**Run 1: met1 routing**

Supply wires on this layer in grey.
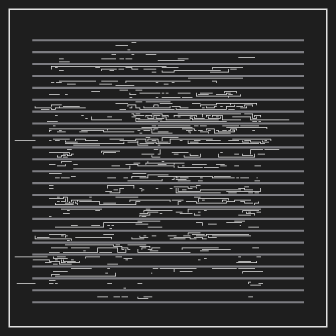
**Run 1: the clock network**

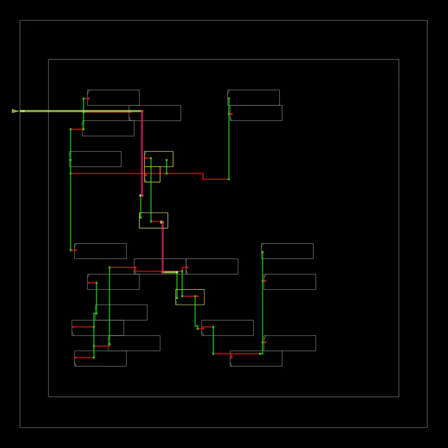
**Run 1: wiring heat map**

Bar = 20 µm. The die is cut into 14 by 14 equal tiles; dark purple is low, yellow is high, scaled to the fullest tile. Values are wire area over tile area, all layers added.
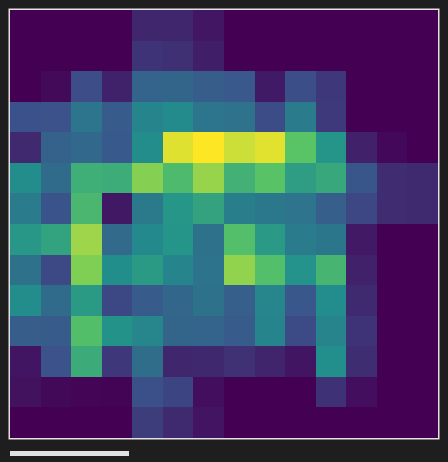
<file path="src/rtl/mux2_arbiter.sv">
// mux2_arbiter: round-robin, packet-locking arbiter driving a shared 2:1 mux into a one-entry output stage
module mux2_arbiter #(
   parameter int DATA_W   = 8,
   parameter int MAX_HOLD = 4
) (
   input  logic              clk,
   input  logic              rst,
   input  logic              req0_valid,
   input  logic [DATA_W-1:0] req0_data,
   input  logic              req0_last,
   output logic              req0_ready,
   input  logic              req1_valid,
   input  logic [DATA_W-1:0] req1_data,
   input  logic              req1_last,
   output logic              req1_ready,
   output logic              out_valid,
   output logic [DATA_W-1:0] out_data,
   output logic              out_last,
   input  logic              out_ready,
   output logic              sel,
   output logic              busy
);
   localparam int CW = $clog2(MAX_HOLD + 1);
   typedef enum logic [1:0] {IDLE, GRANT0, GRANT1} state_t;
   state_t state, state_n, oth_state;
   logic [CW-1:0] cnt, cnt_n, cnt_inc;
   logic [1:0] mid, mid_n;
   logic rr_ptr, rr_n, sel_n;
   logic can_take, gx, cur_valid, cur_last, oth_valid, acc;
   logic [DATA_W-1:0] cur_data;

   assign can_take   = !out_valid || out_ready;
   assign req0_ready = (state == GRANT0) && can_take;
   assign req1_ready = (state == GRANT1) && can_take;
   assign gx         = (state == GRANT1);
   assign cur_valid  = gx ? req1_valid : req0_valid;
   assign cur_data   = gx ? req1_data  : req0_data;
   assign cur_last   = gx ? req1_last  : req0_last;
   assign oth_valid  = gx ? req0_valid : req1_valid;
   assign oth_state  = gx ? GRANT0 : GRANT1;
   assign acc        = (state != IDLE) && cur_valid && can_take;
   assign cnt_inc    = (cnt == CW'(MAX_HOLD)) ? cnt : cnt + 1'b1;
   assign busy       = (state != IDLE) || out_valid;

   // Grant decision: a mid-packet grant is held until its last beat or a forced rotation;
   // a grant sitting at a packet boundary with its requester gone is released.
   always_comb begin
      state_n = state;
      cnt_n   = cnt;
      rr_n    = rr_ptr;
      mid_n   = mid;
      if (state == IDLE) begin
         cnt_n = '0;
         if (req0_valid && (!req1_valid || !rr_ptr)) state_n = GRANT0;
         else if (req1_valid) state_n = GRANT1;
      end else if (acc) begin
         mid_n[gx] = !cur_last;
         cnt_n     = cnt_inc;
         if (cur_last) begin
            state_n = oth_valid ? oth_state : (cur_valid ? state : IDLE);
            rr_n    = !gx;
            cnt_n   = '0;
         end else if (cnt_inc == CW'(MAX_HOLD) && oth_valid) begin
            state_n = oth_state;
            rr_n    = !gx;
            cnt_n   = '0;
         end
      end else if (!cur_valid && !mid[gx]) begin
         state_n = oth_valid ? oth_state : IDLE;
         cnt_n   = '0;
      end
      sel_n = (state_n == GRANT1) ? 1'b1 : (state_n == GRANT0) ? 1'b0 : sel;
   end

   // Arbitration state registers.
   always_ff @(posedge clk or posedge rst) begin
      if (rst) begin
         state  <= IDLE;
         cnt    <= '0;
         rr_ptr <= 1'b0;
         mid    <= '0;
         sel    <= 1'b0;
      end else begin
         state  <= state_n;
         cnt    <= cnt_n;
         rr_ptr <= rr_n;
         mid    <= mid_n;
         sel    <= sel_n;
      end
   end

   // One-entry output stage: load on accept, drain on downstream handshake.
   always_ff @(posedge clk or posedge rst) begin
      if (rst) begin
         out_valid <= 1'b0;
         out_data  <= '0;
         out_last  <= 1'b0;
      end else if (acc) begin
         out_valid <= 1'b1;
         out_data  <= cur_data;
         out_last  <= cur_last;
      end else if (out_ready) begin
         out_valid <= 1'b0;
      end
   end
endmodule

</file>
<file path="config.mk">
export PLATFORM = sky130hd
export DESIGN_NAME = mux2_arbiter
export DESIGN_NICKNAME = d
export VERILOG_FILES = /design/src/rtl/mux2_arbiter.sv
export SDC_FILE = /design/constraint.sdc
export NUM_CORES = 1
export LEC_CHECK = 0
export ABC_AREA = 1
export CORE_MARGIN = 5
export CORE_UTILIZATION = 30
export DETAILED_ROUTE_END_ITERATION = 8
export PLACE_DENSITY_LB_ADDON = 0.3
export SLEW_MARGIN = 40
export SYNTH_ARGS = -nofsm -noshare
export SYNTH_HDL_FRONTEND = slang
export SYNTH_SLANG_ARGS = --single-unit
</file>
<file path="constraint.sdc">
create_clock -name clk -period 1.9 [get_ports clk]
set_clock_uncertainty 0.1 [all_clocks]
set_input_delay 0.38 -clock clk [delete_from_list [all_inputs] [get_ports clk]]
set_output_delay 0.38 -clock clk [all_outputs]
set_load 0.01 [all_outputs]
</file>
==> Changelog: implementation, run 1 <==
### Metrics

* Port bufs at 36
* Crit Path Max Fanout at 4
* Worst slew margin at 0.839
* FA/HA/MAJ Cells, Area Fraction at 0.0324
* Max Fclk at 457 MHz
* Synth Cell Area at 1160 µm²
* Core Area at 3720 µm²
* Dominant comb cell: simple AND/OR/NAND/NOR gates
* Mux area share at 0.00971
* Chip height at 72.2 µm
* Most frequent cell after synthesis: nand2_1
* Fraction of layout cells with a size suffix above 1 at 0.391
* Vias in the first global route at 1,377
* CTS root buf: clkbuf_8
* Top cells, area: dfrtp_1 41%, nand2_1 18%, nand3_1 13%
* Setup crit end kind: register
* Max-slew violations at 0
* Fillers at 347
* Yosys Chip Area at 1160 µm²
* Non-filler cells, final at 301
* Peak supply drop at 788 µV
* Synthesized instance count at 163
* Simple-Gate Area Share at 0.394
* Clk sink count at 19
* Syn. warnings at 0
* TritonCTS clock tree: yes
* Die Wd at 72.2 µm
* Power Dens Cells at 1490 nW/µm²
* Clock slew at reported path FFs at 80 ps
* Critical path arrival at 2230 ps
* Xor/xnor share at 0
* CTS Hold Bufs at 0
* Leakage at 1.05 nW
* Yosys cell types at 23
* Net Count, Synth at 189
* Synthesis-to-finish area growth at 84.5%
* Gate Area at 716 µm²
* Crit path launch type: register
* Largest net degree at the start of global routing at 20
* Synth Register Bits at 19
* Sequential Area at 475 µm²
* Mean Syn Cell Area at 7.12 µm²
* Antenna Nets Post-Route at 0
* Final Hold Vio Count at 0
* Crit share post-route at 1.15
* Yosys top cell by area: dfrtp_1
* AO/OA Area Share at 0.0669
* Ant diodes at 0
* Async SR Flop Fraction at 1.00
* RePlAce Congestion at 0.955
* Max-Cap Viols at 0
* Hold_ws at 328 ps
* Area leader share at 0.410
* First-pass GRT wire length at 5.88 mm
* Placed Cells at 284
* Number of DRC markers in iteration 0 at 40
* Total Nets Final at 280
* Worst path required time at 1940 ps
* Final WS setup at -290 ps
* R2r setup slk at -290 ps
* Tmin final at 2190 ps
* First drt pass iteration count at 4
* Worst-margin pin slew at 242 ps
* Tool warnings at 30
* Clock latency on the worst-skew pair at 260 ps
* Critical path type: reg -> reg
* Status: complete, but fails checks
* Worst reg2reg endpoint: sel$_DFFE_PP0P_
* Htree depth at 1
* Yosys cell count at 163
* Final setup vio count at 1
* RSZ-0062 raised after global routing: true
* Drt via density at 4.57
* Post-synth EDFFs at 0
* Top post-synthesis cells by count: 55 x nand2_1, 30 x nand3_1, 19 x dfrtp_1
* Global route overflow at 0
* Residual DRC at 0
* Tot Pwr at 0.00320 W
* Seq/Total Area, Yosys at 0.410
* Main flop type: dfrtp_1
* Reg2Reg Depth at 13
* Chip area at 5210 µm²
* I/O pin count at 37
* Site row count at 22
* Failing checks: setup timing
* Dpl hpwl at 2.67 mm
* Worst hold path type: in -> async
* Initial antenna violation count at 0
* CTS Buffer Depth at 2
* Worst R2R Start: cnt[0]$_DFFE_PP0P_
* Initial Util at 0.312
About 'met1 routing':
- share of all routed wire: 40%
- wire length on this layer: 1,450 µm
- nets with wire on the layer: 251
- longest straight run: 26.2 µm
Vias: 1,377
met1 Use GR: 0.160
Routed WL: 3.59 mm

About 'the clock network':
CTS buffer count: 3
sequential cell count: 19

About 'wiring heat map':
- densest ninth of the die: centre
- emptiest ninth of the die: upper right
- tiles over half the peak: 17%
post-DR wirelength/cell: 11.9 µm
GR Util All Layers: 0.144

-- run 1: what timing repair did --
item,in CTS,in global routing
setup buffers,12,3
gates resized,37,11
pin swaps,8,9
endpoints found under the setup margin,4,6
-- run 1: final cells by class --
cell class,count,share of cell area
well taps,48,0.0281
multi-input cells,120,0.335
clock inverters,1,0.00351
repair buffers,90,0.356
inverters,20,0.0363
clock buffers,3,0.0193
flip-flops and latches,19,0.222
-- run 1: state kept, by name, summed over array words and instances (netlist names), named ones only --
name       cells
state          1
cnt            3
sel            1
out_data       8
mid            2
rr_ptr         1
out_last       1
out_valid      1
-- run 1: cells in the final DEF, fill, tap and decap left out, drive strengths merged --
master,n
nand4,2
nand2,56
clkinv,1
o21bai,2
o21ai,9
inv,19
dlygate4sd2,2
buf,57
clkbuf,3
clkdlybuf4s50,31
o22ai,2
nor2,11
nand3,31
nor3,2
mux2,1
ha,3
a21oi,1
clkinvlp,1
dfrtp,19
-- run 1: routing by layer --
| metal | track usage | wire, µm |
|---|---|---|
| met4 | 0.0438 | 40 |
| met5 | 0 | 0 |
| met1 | 0.160 | 1450 |
| met3 | 0.0443 | 302 |
| met2 | 0.261 | 1800 |
-- run 1: per-stage QoR --
stage	area [µm²]	setup TNS (ps)	setup WS, ps	util
after floorplan	1180	-138	-138	-
after global placement	1880	-1300	-513	0.507
after detailed placement	1880	-1350	-563	0.507
after CTS	2100	-396	-253	0.564
after global routing	2140	-426	-426	0.576
final	2140	-290	-290	0.576
-- run 1: where the power goes --
part	total [W]	switching [W]	leakage, nW	internal, W
Combinational	0.00221	0.00105	0.790	0.00117
Clock	0.000293	0.000146	0.0217	0.000148
Sequential	0.000688	0.000103	0.238	0.000585
-- run 1: logic make-up after synthesis --
group	after synthesis
compound gates	14
simple gates	102
mux	1
fa+ha+maj	3
buf+inv	24
flops	19
-- run 1: worst max-delay path, stage by stage (launching register included) --
cell      delay (ps)
dfrtp_1          400
inv_2             70
ha_4             170
nand2_4           70
nand2_2           50
nand2_2           70
nand2_2           60
nor2_4           180
nor2_4            60
nand2_2           60
nand3_2           60
o21bai_1         140
ha_1             260
mux2_4           310
-- run 1: how the worst max path moves through the flow --
| stage | from | endpoint | cells past startpoint |
|---|---|---|---|
| finish | cnt[0]$_DFFE_PP0P_ | sel$_DFFE_PP0P_ | 13 |
| global route | cnt[0]$_DFFE_PP0P_ | sel$_DFFE_PP0P_ | 13 |
| CTS | cnt[0]$_DFFE_PP0P_ | sel$_DFFE_PP0P_ | 13 |
| detailed placement | req1_valid | sel$_DFFE_PP0P_ | 10 |
| global placement | req0_valid | sel$_DFFE_PP0P_ | 11 |
| floorplan | state[1]$_DFF_PP0_ | sel$_DFFE_PP0P_ | 11 |
==> run 2, diff against run 1 <==
Settings changed: CTS_BUF_LIST from default to sky130_fd_sc_hd__clkbuf_8.
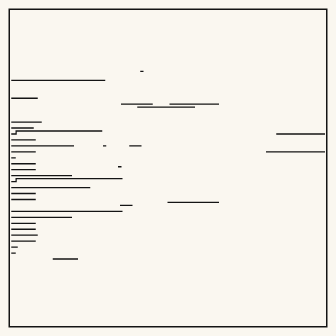
**Above:** run 2 (the metal 3 layer).
- longest straight run: 25.1 µm
- wire length on this layer: 303 µm
- nets with wire on the layer: 33
- share of all routed wire: 8.4%
- main direction: horizontal
grt met3 use: 0.0443

==> Changelog: implementation, run 2 <==
### Metrics

* Fillers at 347
* Fraction of layout cells with a size suffix above 1 at 0.391
* Sequential Area at 475 µm²
* Worst path bufs/invs at 1
* Final WS setup at -290 ps
* Met3 wire length at 302 µm
* Tot Pwr at 0.00320 W
* Total Nets Final at 280
* Dominant comb cell: simple AND/OR/NAND/NOR gates
* Critical path arrival at 2230 ps
* Largest net degree at the start of global routing at 20
* Htree depth at 1
* Leakage at 1.05 nW
* Top cells, area: dfrtp_1 41%, nand2_1 18%, nand3_1 13%
* Ant diodes at 0
* Crit Path Max Fanout at 4
* DRT met1 WL at 1.45 mm
* Synth Register Bits at 19
* Xor/xnor share at 0
* Synthesized instance count at 163
* CP max stage delay at 400 ps
* AO/OA Area Share at 0.0669
* Mean Syn Cell Area at 7.12 µm²
* Number of DRC markers in iteration 0 at 40
* Async SR Flop Fraction at 1.00
* Status: complete, but fails checks
* Failing checks: setup timing
* Routed WL at 3.59 mm
* Reg2Reg Depth at 13
* Net Count, Synth at 189
* Worst-margin pin slew at 242 ps
* Dpl hpwl at 2.67 mm
* DR top layer: met4
* Die Wd at 72.2 µm
* Peak supply drop at 788 µV
* FA/HA/MAJ Cells, Area Fraction at 0.0324
* Core Area at 3720 µm²
* Antenna Nets Post-Route at 0
* Chip area at 5210 µm²
* Simple-Gate Area Share at 0.394
* Post-DR wirelength/cell at 11.9 µm
* Gate Area at 716 µm²
* Yosys Chip Area at 1160 µm²
* CTS Buffer Depth at 2
* Global route overflow at 0
* Placed Cells at 284
* Synthesis-to-finish area growth at 84.5%
* Biggest regs: out_data x8, cnt x3, mid x2
* Met2 Wirelength at 1.80 mm
* Reg with most FFs: out_data
* CTS buffer count at 3
* Final Hold Vio Count at 0
* Worst R2R Start: cnt[0]$_DFFE_PP0P_
* Max Fclk at 457 MHz
* CTS Hold Bufs at 0
* GR Util All Layers at 0.144
* First-pass GRT wire length at 5.88 mm
* RSZ-0062 raised after global routing: true
* CTS root buf: clkbuf_8
* Critical path type: reg -> reg
* Yosys cell types at 23
* Critical path, cell by cell: inv_2, ha_4, nand2_4, nand2_2, nand2_2, nand2_2, nor2_4, nor2_4, nand2_2, nand3_2, o21bai_1, ha_1, mux2_4
* Crit path launch type: register
* Post-synth EDFFs at 0
* Worst reg2reg endpoint: sel$_DFFE_PP0P_
* Vias in the first global route at 1,377
* Most numerous logic cell after layout: buf_4
* R2r setup slk at -290 ps
* Initial Util at 0.312
* Non-filler cells, final at 301
* CP max stage cell: dfrtp_1
* Clk sink count at 19
* Drt via density at 4.57
* Worst path required time at 1940 ps
* Main flop type: dfrtp_1
* Yosys top cell by area: dfrtp_1
* Worst slew margin at 0.839
* Vias at 1,377
* First drt pass iteration count at 4
* TritonCTS clock tree: yes
* Max reg flops at 8
* Most frequent cell after synthesis: nand2_1
* Residual DRC at 0
* Yosys cell count at 163
* Top Layout Cells: 52 x buf_4, 47 x nand2_1, 31 x clkdlybuf4s50_1, 23 x nand3_1, 19 x dfrtp_1
* Crit share post-route at 1.15
* Power Dens Cells at 1490 nW/µm²
* Clock latency on the worst-skew pair at 260 ps
* Hold_ws at 328 ps
* Seq/Total Area, Yosys at 0.410
* Top post-synthesis cells by count: 55 x nand2_1, 30 x nand3_1, 19 x dfrtp_1
* Max-Cap Viols at 0
* Chip height at 72.2 µm
* Area leader share at 0.410
* Final setup vio count at 1
* Mux area share at 0.00971
* Site row count at 22
* Max-slew violations at 0
* Synth Cell Area at 1160 µm²
* Setup crit end kind: register
-- run 2: power breakdown --
group | internal, W | switching (W) | leakage (nW)
clock | 0.000148 | 0.000146 | 0.0217
sequential | 0.000585 | 0.000103 | 0.238
combinational | 0.00117 | 0.00105 | 0.790
total | 0.00190 | 0.00129 | 1.05
-- run 2: cell type report --
class / instances / share of cell area
timing repair buffer: 90 / 0.356
multi-input combinational: 120 / 0.335
sequential: 19 / 0.222
inverter: 20 / 0.0363
tap: 48 / 0.0281
clock buffer: 3 / 0.0193
clock inverter: 1 / 0.00351
-- run 2: repair_timing --
action	in CTS	in global routing
pin swaps	8	9
buffers inserted	12	3
resized	37	11
setup endpoints to repair	4	6
-- run 2: how the worst max path moves through the flow --
stage	cells after the start	slack (ps)	startpoint	end
detailed placement	10	-560	req1_valid	sel$_DFFE_PP0P_
CTS	13	-250	cnt[0]$_DFFE_PP0P_	sel$_DFFE_PP0P_
finish	13	-290	cnt[0]$_DFFE_PP0P_	sel$_DFFE_PP0P_
global route	13	-430	cnt[0]$_DFFE_PP0P_	sel$_DFFE_PP0P_
floorplan	11	-140	state[1]$_DFF_PP0_	sel$_DFFE_PP0P_
global placement	11	-510	req0_valid	sel$_DFFE_PP0P_
-- run 2: per-stage QoR --
stage / cell area (µm²) / TNS, ps / worst slack (ps)
2_1_floorplan: 1180 / -138 / -138
3_3_place_gp: 1880 / -1300 / -513
3_5_place_dp: 1880 / -1350 / -563
4_1_cts: 2100 / -396 / -253
5_1_grt: 2140 / -426 / -426
6_report: 2140 / -290 / -290
-- run 2: logic make-up after synthesis --
logic type      after synthesis
simple gates                102
buf+inv                      24
flops                        19
compound gates               14
fa+ha+maj                     3
mux                           1
-- run 2: routing by layer --
metal,up-vias,global-route usage
li1,711,-
met1,620,0.160
met2,40,0.261
met3,6,0.0443
met4,0,0.0438
met5,-,0
-- run 2: worst min-delay path: cells and delay by family --
kind,cells,cell delay (ps)
buf+inv,3,690
No activity file was given, so power comes from the tool's default toggle rates.
